File: src/rtl/ball_direction.sv
// Per-frame ball direction and serve controller: latches ball/paddle/wall events while the
// frame is drawn and commits them on the first clock of vertical blank. Optional BALL_SPEEDUP_EN.
`timescale 1ns/1ps
`ifndef H_VISIBLE_AREA
`define H_VISIBLE_AREA 640
`endif
`ifndef V_VISIBLE_AREA
`define V_VISIBLE_AREA 480
`endif

module ball_direction #(
  parameter int p_SERVE_FRAMES = 60,
  parameter int p_SPEED        = 1
) (
  input  logic       i_Clk,
  input  logic       i_Reset,
  input  logic       i_HReset,
  input  logic       i_VReset,
  input  logic       i_HBlank,
  input  logic       i_VBlank,
  input  logic       i_Ball_Video,
  input  logic       i_PaddleL_Video,
  input  logic       i_PaddleR_Video,
  output logic       o_HDir,
  output logic       o_VDir,
  output logic       o_Freeze,
  output logic       o_ScoreL,
  output logic       o_ScoreR,
  output logic [2:0] o_Speed
);
  localparam int H_W = $clog2(`H_VISIBLE_AREA);
  localparam int V_W = $clog2(`V_VISIBLE_AREA);
  localparam logic [H_W-1:0] COL_LAST   = H_W'(`H_VISIBLE_AREA - 1);
  localparam logic [V_W-1:0] ROW_LAST   = V_W'(`V_VISIBLE_AREA - 1);
  localparam logic [7:0]     SERVE_LOAD = 8'(p_SERVE_FRAMES);
  localparam logic [2:0]     SPEED_INIT = 3'(p_SPEED);

  typedef enum logic {SERVE = 1'b0, PLAY = 1'b1} state_t;

  state_t         state_q, state_d;
  logic [H_W-1:0] col_q;
  logic [V_W-1:0] row_q;
  logic           vblank_p1, armed_q;
  logic           hit_l_q, hit_r_q, top_q, bot_q, miss_l_q, miss_r_q;
  logic [7:0]     serve_cnt_q, serve_cnt_d;
  logic           hdir_q, hdir_d, vdir_q, vdir_d;
  logic           score_l_q, score_l_d, score_r_q, score_r_d;
  logic           freeze_q;
  logic           commit, ball_vis, lost;

  // armed_q blocks a commit until VBlank has been seen low since reset
  assign commit   = i_VBlank && !vblank_p1 && armed_q;
  assign ball_vis = !i_HBlank && !i_VBlank && i_Ball_Video;
  assign lost     = (miss_l_q && !hit_l_q) || (miss_r_q && !hit_r_q);

  always_ff @(posedge i_Clk) begin
    if (i_Reset) begin
      col_q <= '0;
      row_q <= '0;
    end else begin
      if (i_HReset)       col_q <= '0;
      else if (!i_HBlank) col_q <= col_q + 1'b1;
      if (i_VReset)                    row_q <= '0;
      else if (i_HReset && !i_VBlank)  row_q <= row_q + 1'b1;
    end
  end

  always_ff @(posedge i_Clk) begin
    if (i_Reset) begin
      vblank_p1 <= 1'b0;
      armed_q   <= 1'b0;
      hit_l_q   <= 1'b0;
      hit_r_q   <= 1'b0;
      top_q     <= 1'b0;
      bot_q     <= 1'b0;
      miss_l_q  <= 1'b0;
      miss_r_q  <= 1'b0;
    end else begin
      vblank_p1 <= i_VBlank;
      if (!i_VBlank) armed_q <= 1'b1;
      if (commit) begin
        hit_l_q  <= 1'b0;
        hit_r_q  <= 1'b0;
        top_q    <= 1'b0;
        bot_q    <= 1'b0;
        miss_l_q <= 1'b0;
        miss_r_q <= 1'b0;
      end else if (ball_vis) begin
        hit_l_q  <= hit_l_q  | i_PaddleL_Video;
        hit_r_q  <= hit_r_q  | i_PaddleR_Video;
        top_q    <= top_q    | (row_q == '0);
        bot_q    <= bot_q    | (row_q == ROW_LAST);
        miss_l_q <= miss_l_q | (col_q == '0);
        miss_r_q <= miss_r_q | (col_q == COL_LAST);
      end
    end
  end

  always_comb begin
    state_d     = state_q;
    serve_cnt_d = serve_cnt_q;
    hdir_d      = hdir_q;
    vdir_d      = vdir_q;
    score_l_d   = 1'b0;
    score_r_d   = 1'b0;
    if (commit) begin
      if (state_q == SERVE) begin
        if (serve_cnt_q == 8'd0) state_d = PLAY;
        else                     serve_cnt_d = serve_cnt_q - 8'd1;
      end else if (miss_l_q && !hit_l_q) begin
        score_r_d   = 1'b1;
        hdir_d      = 1'b1;
        serve_cnt_d = SERVE_LOAD;
        state_d     = SERVE;
      end else if (miss_r_q && !hit_r_q) begin
        score_l_d   = 1'b1;
        hdir_d      = 1'b0;
        serve_cnt_d = SERVE_LOAD;
        state_d     = SERVE;
      end else begin
        if (hit_l_q)      hdir_d = 1'b0;
        else if (hit_r_q) hdir_d = 1'b1;
        if (top_q)        vdir_d = 1'b0;
        else if (bot_q)   vdir_d = 1'b1;
      end
    end
  end

  always_ff @(posedge i_Clk) begin
    if (i_Reset) begin
      state_q     <= SERVE;
      serve_cnt_q <= SERVE_LOAD;
      hdir_q      <= 1'b0;
      vdir_q      <= 1'b0;
      score_l_q   <= 1'b0;
      score_r_q   <= 1'b0;
      freeze_q    <= 1'b1;
    end else begin
      state_q     <= state_d;
      serve_cnt_q <= serve_cnt_d;
      hdir_q      <= hdir_d;
      vdir_q      <= vdir_d;
      score_l_q   <= score_l_d;
      score_r_q   <= score_r_d;
      freeze_q    <= (state_d == SERVE);
    end
  end

  assign o_HDir   = hdir_q;
  assign o_VDir   = vdir_q;
  assign o_Freeze = freeze_q;
  assign o_ScoreL = score_l_q;
  assign o_ScoreR = score_r_q;

`ifdef BALL_SPEEDUP_EN
  logic [1:0] rally_q;
  logic [2:0] speed_q;
  logic       hit_evt, miss_evt;

  assign miss_evt = commit && (state_q == PLAY) && lost;
  assign hit_evt  = commit && (state_q == PLAY) && !lost && (hit_l_q || hit_r_q);

  // every fourth rally hit wraps the counter and bumps the speed, saturating at 7
  always_ff @(posedge i_Clk) begin
    if (i_Reset || miss_evt) begin
      rally_q <= 2'd0;
      speed_q <= SPEED_INIT;
    end else if (hit_evt) begin
      rally_q <= rally_q + 2'd1;
      if (rally_q == 2'd3 && speed_q != 3'd7) speed_q <= speed_q + 3'd1;
    end
  end

  assign o_Speed = speed_q;
`else
  assign o_Speed = SPEED_INIT;
`endif

endmodule

File: config.mk
export PLATFORM = sky130hd
export DESIGN_NAME = ball_direction
export DESIGN_NICKNAME = d
export VERILOG_FILES = /design/src/rtl/ball_direction.sv
export SDC_FILE = /design/constraint.sdc
export NUM_CORES = 1
export LEC_CHECK = 0
export CORE_MARGIN = 2
export CORE_UTILIZATION = 55
export CTS_CLUSTER_SIZE = 12
export DETAILED_ROUTE_END_ITERATION = 16
export GPL_ROUTABILITY_DRIVEN = 0
export PLACE_DENSITY = 0.88
export SYNTH_ARGS = -nofsm -noshare
export SYNTH_HDL_FRONTEND = slang
export SYNTH_SLANG_ARGS = --single-unit
File: constraint.sdc
create_clock -name i_Clk -period 2.05 [get_ports i_Clk]
set_input_delay 0.5125 -clock i_Clk [delete_from_list [all_inputs] [get_ports i_Clk]]
set_output_delay 0.5125 -clock i_Clk [all_outputs]
set_load 0.01 [all_outputs]
==> metrics.csv, run 1 <==
stage,metric,value,unit
status,status,completed,
critical_path,crit_family,AND-OR/OR-AND gates,
floorplan,fp_util,57.71,%
yosys,ys.flop_type,dfxtp_1,
clocking,cts_tree,built,
critical_path,cp.required,2.30,ns
clocking,cts.sinks,41,
yosys,yosysWarnings,0,
route,avgViaCountPerCell,5.536,
route,wl_per_cell,12.45,um
timing,relSlewSlack,65.40,%
timing,rsz0062_at_grt,false,
power_and_ir_drop,leakage,0.7887,nW
timing,skew,0.007406,ns
placed_design,placed_area,2155,um^2
yosys,synthesis.area,1926,um^2
worst_hold_path,whs_path_depth,1,
route,drc,0,
finish,inv_count,15,
finish,largest_reg_flops,10,
yosys,topCellsByArea,"dfxtp_1 (43%), nor2_1 (6.4%), xnor2_1 (4.1%)",
## run 1: cells by family after synthesis
logic type,count (synthesis),share of synthesized area [%]
AND/OR/NAND/NOR,99,27.75
flip-flops,41,42.63
AND-OR/OR-AND,33,12.74
buffers and inverters,24,5.263
XOR/XNOR,15,6.823
adder cells (fa/ha/maj),6,3.899
other,2,0.3900
multiplexers,1,0.5198
## run 1: where the power goes
group / total (W) / leakage [nW] / internal [W] / switching [W]
registers: 0.000827 / 0.332 / 0.000812 / 0.0000159
logic: 0.000127 / 0.415 / 0.0000607 / 0.0000663
clock network: 0.000452 / 0.0413 / 0.000199 / 0.000253
total: 0.00141 / 0.789 / 0.00107 / 0.000335
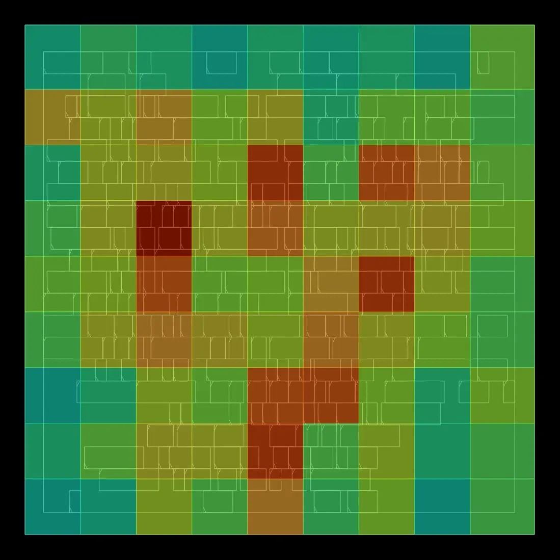
**Above:** run 1 (routing congestion map).
met2 usage in global routing: 34.44%
met1 Use GR: 23.93%

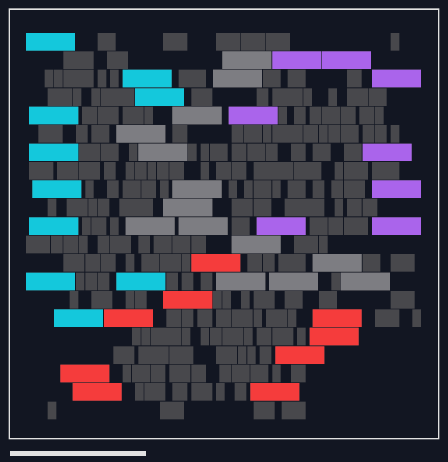
**Above:** run 1 (where the registers sit).
Bar = 20 um. Other sequential cells in the stronger gray, the rest of the logic in the fainter gray.
legend:
  red:
    signal: row_q
    sequential_cells: 9
  cyan:
    signal: col_q
    sequential_cells: 10
  purple:
    signal: serve_cnt_q
    sequential_cells: 8
not colored: 14
Seq. pwr: 0.000827 W
Reg area: 820.8 um^2
fraction of area in registers: 36.90%
Core Util, Final: 66.67%

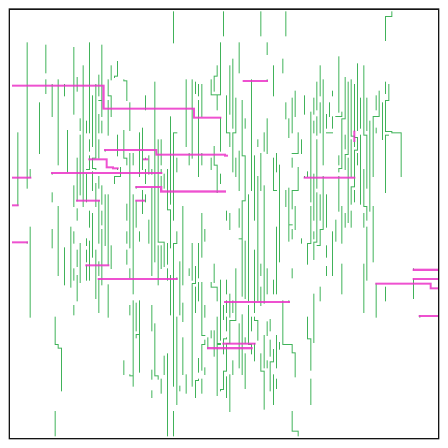
**Above:** run 1 (metal layers overlaid).
Two of the layers only.
legend:
  magenta:
    layer: met3
    wire_length: 166 um
  green:
    layer: met2
    wire_length: 1,760 um

**Run 1: signal wires on met1**

Bar = 20 um. Supply wires on this layer in gray. Cells faint in the background.
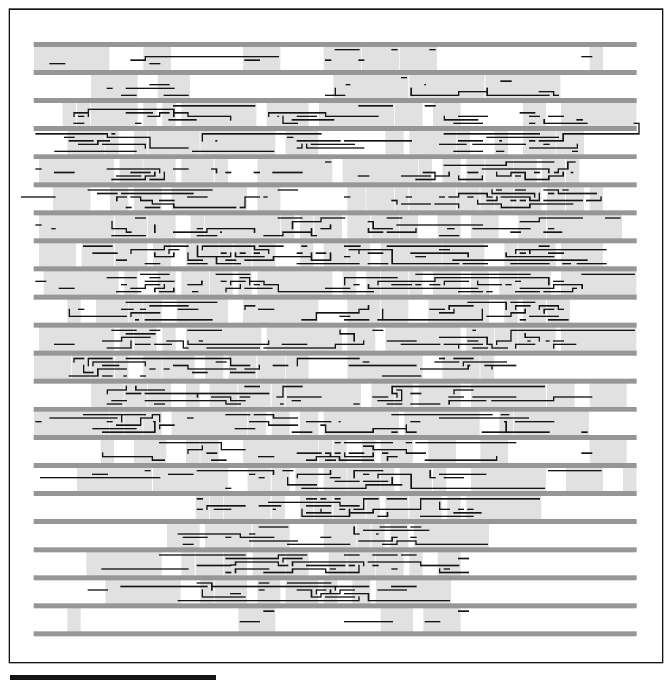

==> run 2: changes to the inputs <==
Settings changed: CORE_UTILIZATION 55 to 50, CTS_BUF_LIST set to sky130_fd_sc_hd__clkbuf_16, PLACE_DENSITY 0.88 to unset, PLACE_DENSITY_LB_ADDON set to 0.1.
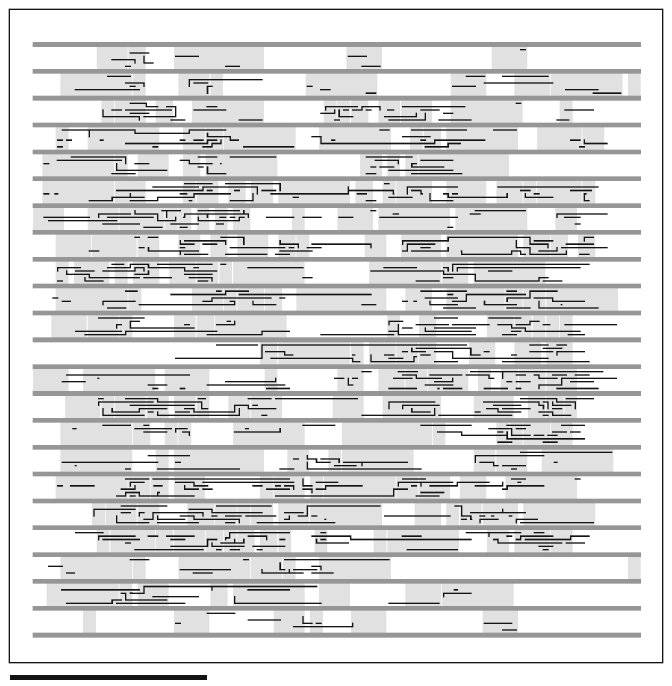
**Above:** run 2 (signal wires on met1).
Bar = 20 um. Supply wires on this layer in gray. Cells faint in the background.
share of all routed wire: 44%
wire length on this layer: 1,780 um
longest straight run: 20.7 um
nets with wire on the layer: 242

==> run 2 against run 1 <==
Against the previous run:
- sequential cell count stayed put
- clock skew fell by 0.0035 ns
- core utilization fell by 5.4 points
- synthesized area did not move
- largest power group unchanged
==> metrics.csv, run 2 <==
stage,metric,value,unit,change
status,status,completed,,unchanged
power_and_ir_drop,combPwrFrac,7.6,%,was 9.0%
timing,rsz0062_at_grt,false,,unchanged
yosys,xor_share,6.823,%,unchanged
route,wl_per_cell,13.95,um,was 12.45 um
finish,inv_count,15,,unchanged
timing,skew,0.003899,ns,was 0.007406 ns
power_and_ir_drop,swShare,21.86,%,was 23.81%
finish,utilization,61.26,%,was 66.67%
route,drc,0,,unchanged
placed_design,placed_area,2127,um^2,was 2155 um^2
power_and_ir_drop,pg_clk,0.000713,W,was 0.000452 W
power_and_ir_drop,maxPowerGroup,sequential cells,,unchanged
floorplan,fp_util,52.20,%,was 57.71%
critical_path,crit_family,AND-OR/OR-AND gates,,unchanged
finish,regArea,820.8,um^2,unchanged
global_routing,grtUsageMet1,25.56,%,was 23.93%
yosys,synthesis.area,1926,um^2,unchanged
yosys,mux_area_share,0.5198,%,unchanged
yosys,synthAoiAreaFrac,12.74,%,unchanged
yosys,ys.flop_type,dfxtp_1,,unchanged
yosys,topCellsByArea,"dfxtp_1 (43%), nor2_1 (6.4%), xnor2_1 (4.1%)",,unchanged
clocking,cts_tree,built,,unchanged
power_and_ir_drop,intPower,0.001304,W,was 0.001071 W
timing,relSlewSlack,61.60,%,was 65.40%
yosys,ys_sh_simple,27.75,%,unchanged
route,avgViaCountPerCell,5.556,,was 5.536
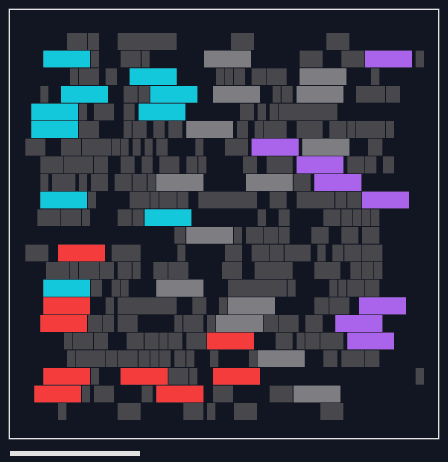
**Above:** run 2 (where the registers sit).
Bar = 20 um. Other sequential cells in the stronger gray, the rest of the logic in the fainter gray.
legend:
  cyan:
    signal: col_q
    sequential_cells: 10
  purple:
    signal: serve_cnt_q
    sequential_cells: 8
  red:
    signal: row_q
    sequential_cells: 9
    where: bottom left
not colored: 14

run 2: cell counts after synthesis:
Identical to the previous run, type by type.
run 2: how the worst min path moves through the flow:
stage / end / cells after the start / start / slack, ns
3_5_place_dp: armed_q$_SDFFE_PP0N_ / 2 / armed_q$_SDFFE_PP0N_ / 0.46
2_1_floorplan: o_VDir$_SDFFE_PP0P_ / 1 / top_q$_SDFFE_PP0P_ / 0.43
4_1_cts: armed_q$_SDFFE_PP0N_ / 2 / armed_q$_SDFFE_PP0N_ / 0.47
6_report: armed_q$_SDFFE_PP0N_ / 2 / armed_q$_SDFFE_PP0N_ / 0.46
5_1_grt: o_VDir$_SDFFE_PP0P_ / 1 / top_q$_SDFFE_PP0P_ / 0.51
3_3_place_gp: armed_q$_SDFFE_PP0N_ / 2 / armed_q$_SDFFE_PP0N_ / 0.45
**Run 2: metal layers overlaid**

Two of the layers only.
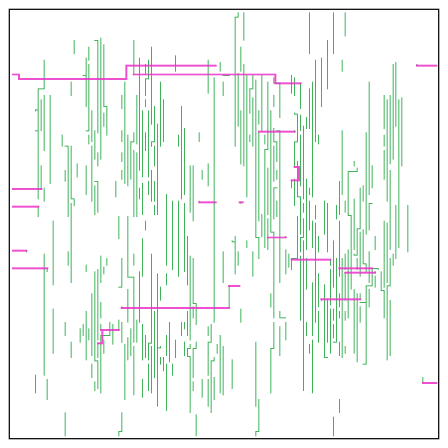

==> run 3: changes to the inputs <==
Settings changed: PLACE_DENSITY set to 0.71, PLACE_DENSITY_LB_ADDON 0.1 to unset.
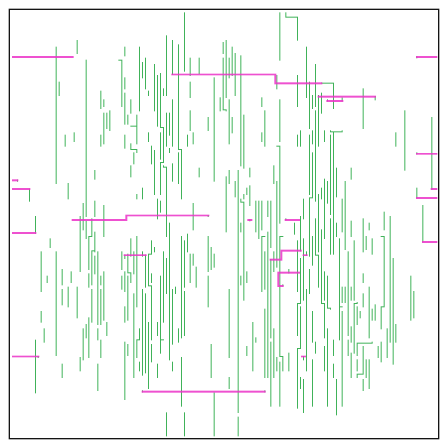
**Above:** run 3 (metal layers overlaid).
Two of the layers only.
legend:
  green:
    layer: met2
    wire_length: 1,690 um
  magenta:
    layer: met3
    wire_length: 125 um

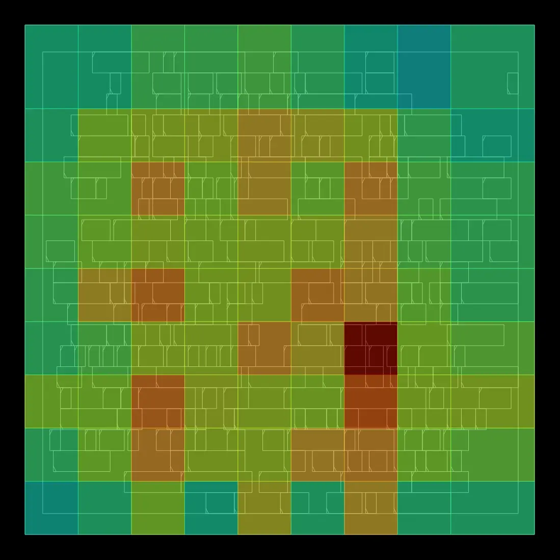
**Above:** run 3 (routing congestion map).
total global-route track usage: 19.86%
met2 usage in global routing: 29.67%
met1 Use GR: 26.22%

==> run 3 against run 2 <==
Against the previous run:
- final cell count grew 1.7%
- register-to-register slack gained 0.03 ns
- critical path depth down 1
- worst hold slack got worse by 0.0054 ns
- clock skew increased by 0.00091 ns
- synthesized cell count did not move
- sequential share of layout area decreased by 1.5 points
- non-clock buffer count up 4
- combinational power rose by 4%
- setup slack better by 0.029 ns
- clock-buffer cell count is the same
==> metrics.csv, run 3 <==
stage,metric,value,unit,change
status,status,completed,,unchanged
yosys,mux_area_share,0.5198,%,unchanged
yosys,xor_share,6.823,%,unchanged
power_and_ir_drop,pwr-share-clk,51.1,%,was 42.7%
worst_hold_path,worstHoldStart,top_q$_SDFFE_PP0P_,,was armed_q$_SDFFE_PP0N_
critical_path,crit_family,simple AND/OR/NAND/NOR gates,,was AND-OR/OR-AND gates
yosys,topCellsByArea,"dfxtp_1 (43%), nor2_1 (6.4%), xnor2_1 (4.1%)",,unchanged
power_and_ir_drop,swShare,20.15,%,was 21.86%
finish,utilization,63.91,%,was 61.26%
power_and_ir_drop,maxPowerGroup,clock,,was sequential cells
timing,relSlewSlack,64.66,%,was 61.60%
yosys,synthAoiAreaFrac,12.74,%,unchanged
worst_hold_path,whs_path_depth,1,,was 2
yosys,top_logic_kind,simple AND/OR/NAND/NOR gates,,unchanged
power_and_ir_drop,pg_clk,0.00101,W,was 0.000713 W
floorplan,fp_util,52.20,%,unchanged
route,avgViaCountPerCell,5.372,,was 5.556
yosys,synthesis.area,1926,um^2,unchanged
critical_path,cp.required,2.27,ns,was 2.22 ns
clocking,cts.sinks,41,,unchanged
worst_hold_path,min_to,o_VDir$_SDFFE_PP0P_,,was armed_q$_SDFFE_PP0N_
run 3: cell types whose count changed in the layout (fill, tap and decap cells not counted), sizes merged:
cell    delta
inv        -1
buf        +4
bufinv     +2
run 3: logic make-up (layout without fill, tap and decap cells):
family                     count (synthesis)  after routing
and+or+nand+nor                           99             99
DFF                                       41             41
AOI/OAI and AO/OA                         33             33
buffers and inverters                     24             47
xor gates and xnor gates                  15             15
adders and majority gates                  6              6
other                                      2              3
muxes                                      1              1
run 3: final cells by class:
type                       count  area, um^2
timing repair buffer          24       212.7
clock inverter                 3       65.06
inverter                      15       56.30
fill                         341        1331
multi-input combinational    157        1017
sequential                    41       820.8
clock buffer                   5       125.1
tap                           48       60.06

==> notes/layouts.md <==
Pictures saved along the way, in no particular order.

I/O nets highlighted.
Bar = 20 um.
shot_01.png
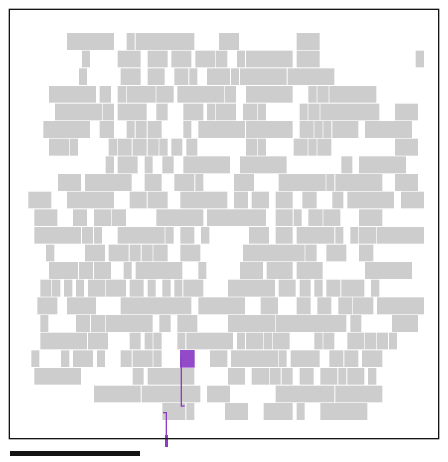
shot_02.png
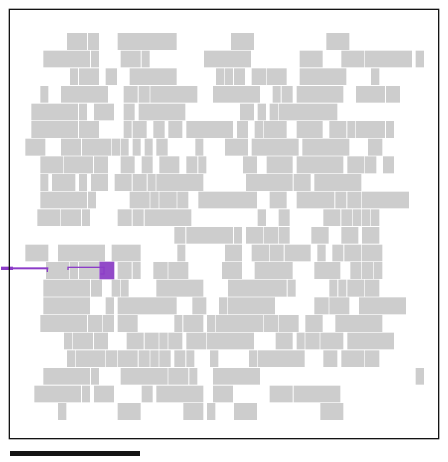
shot_03.png
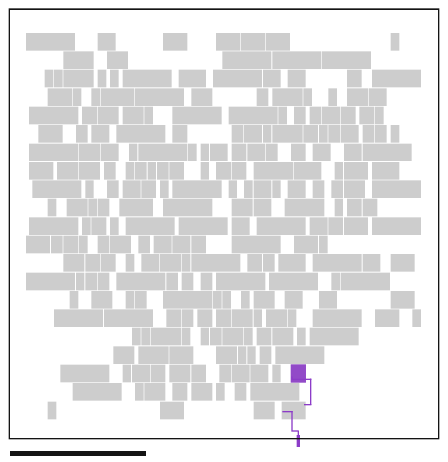
- shot_02.png = run 2
- shot_03.png = run 1
- shot_01.png = run 3

Key to shot_01.png:
legend:
  purple:
    port: i_VReset
    direction: input
    end_cells: 1
    wire: 12.0 um

Power figures rest on the tool's default switching activity, not on a simulated workload.
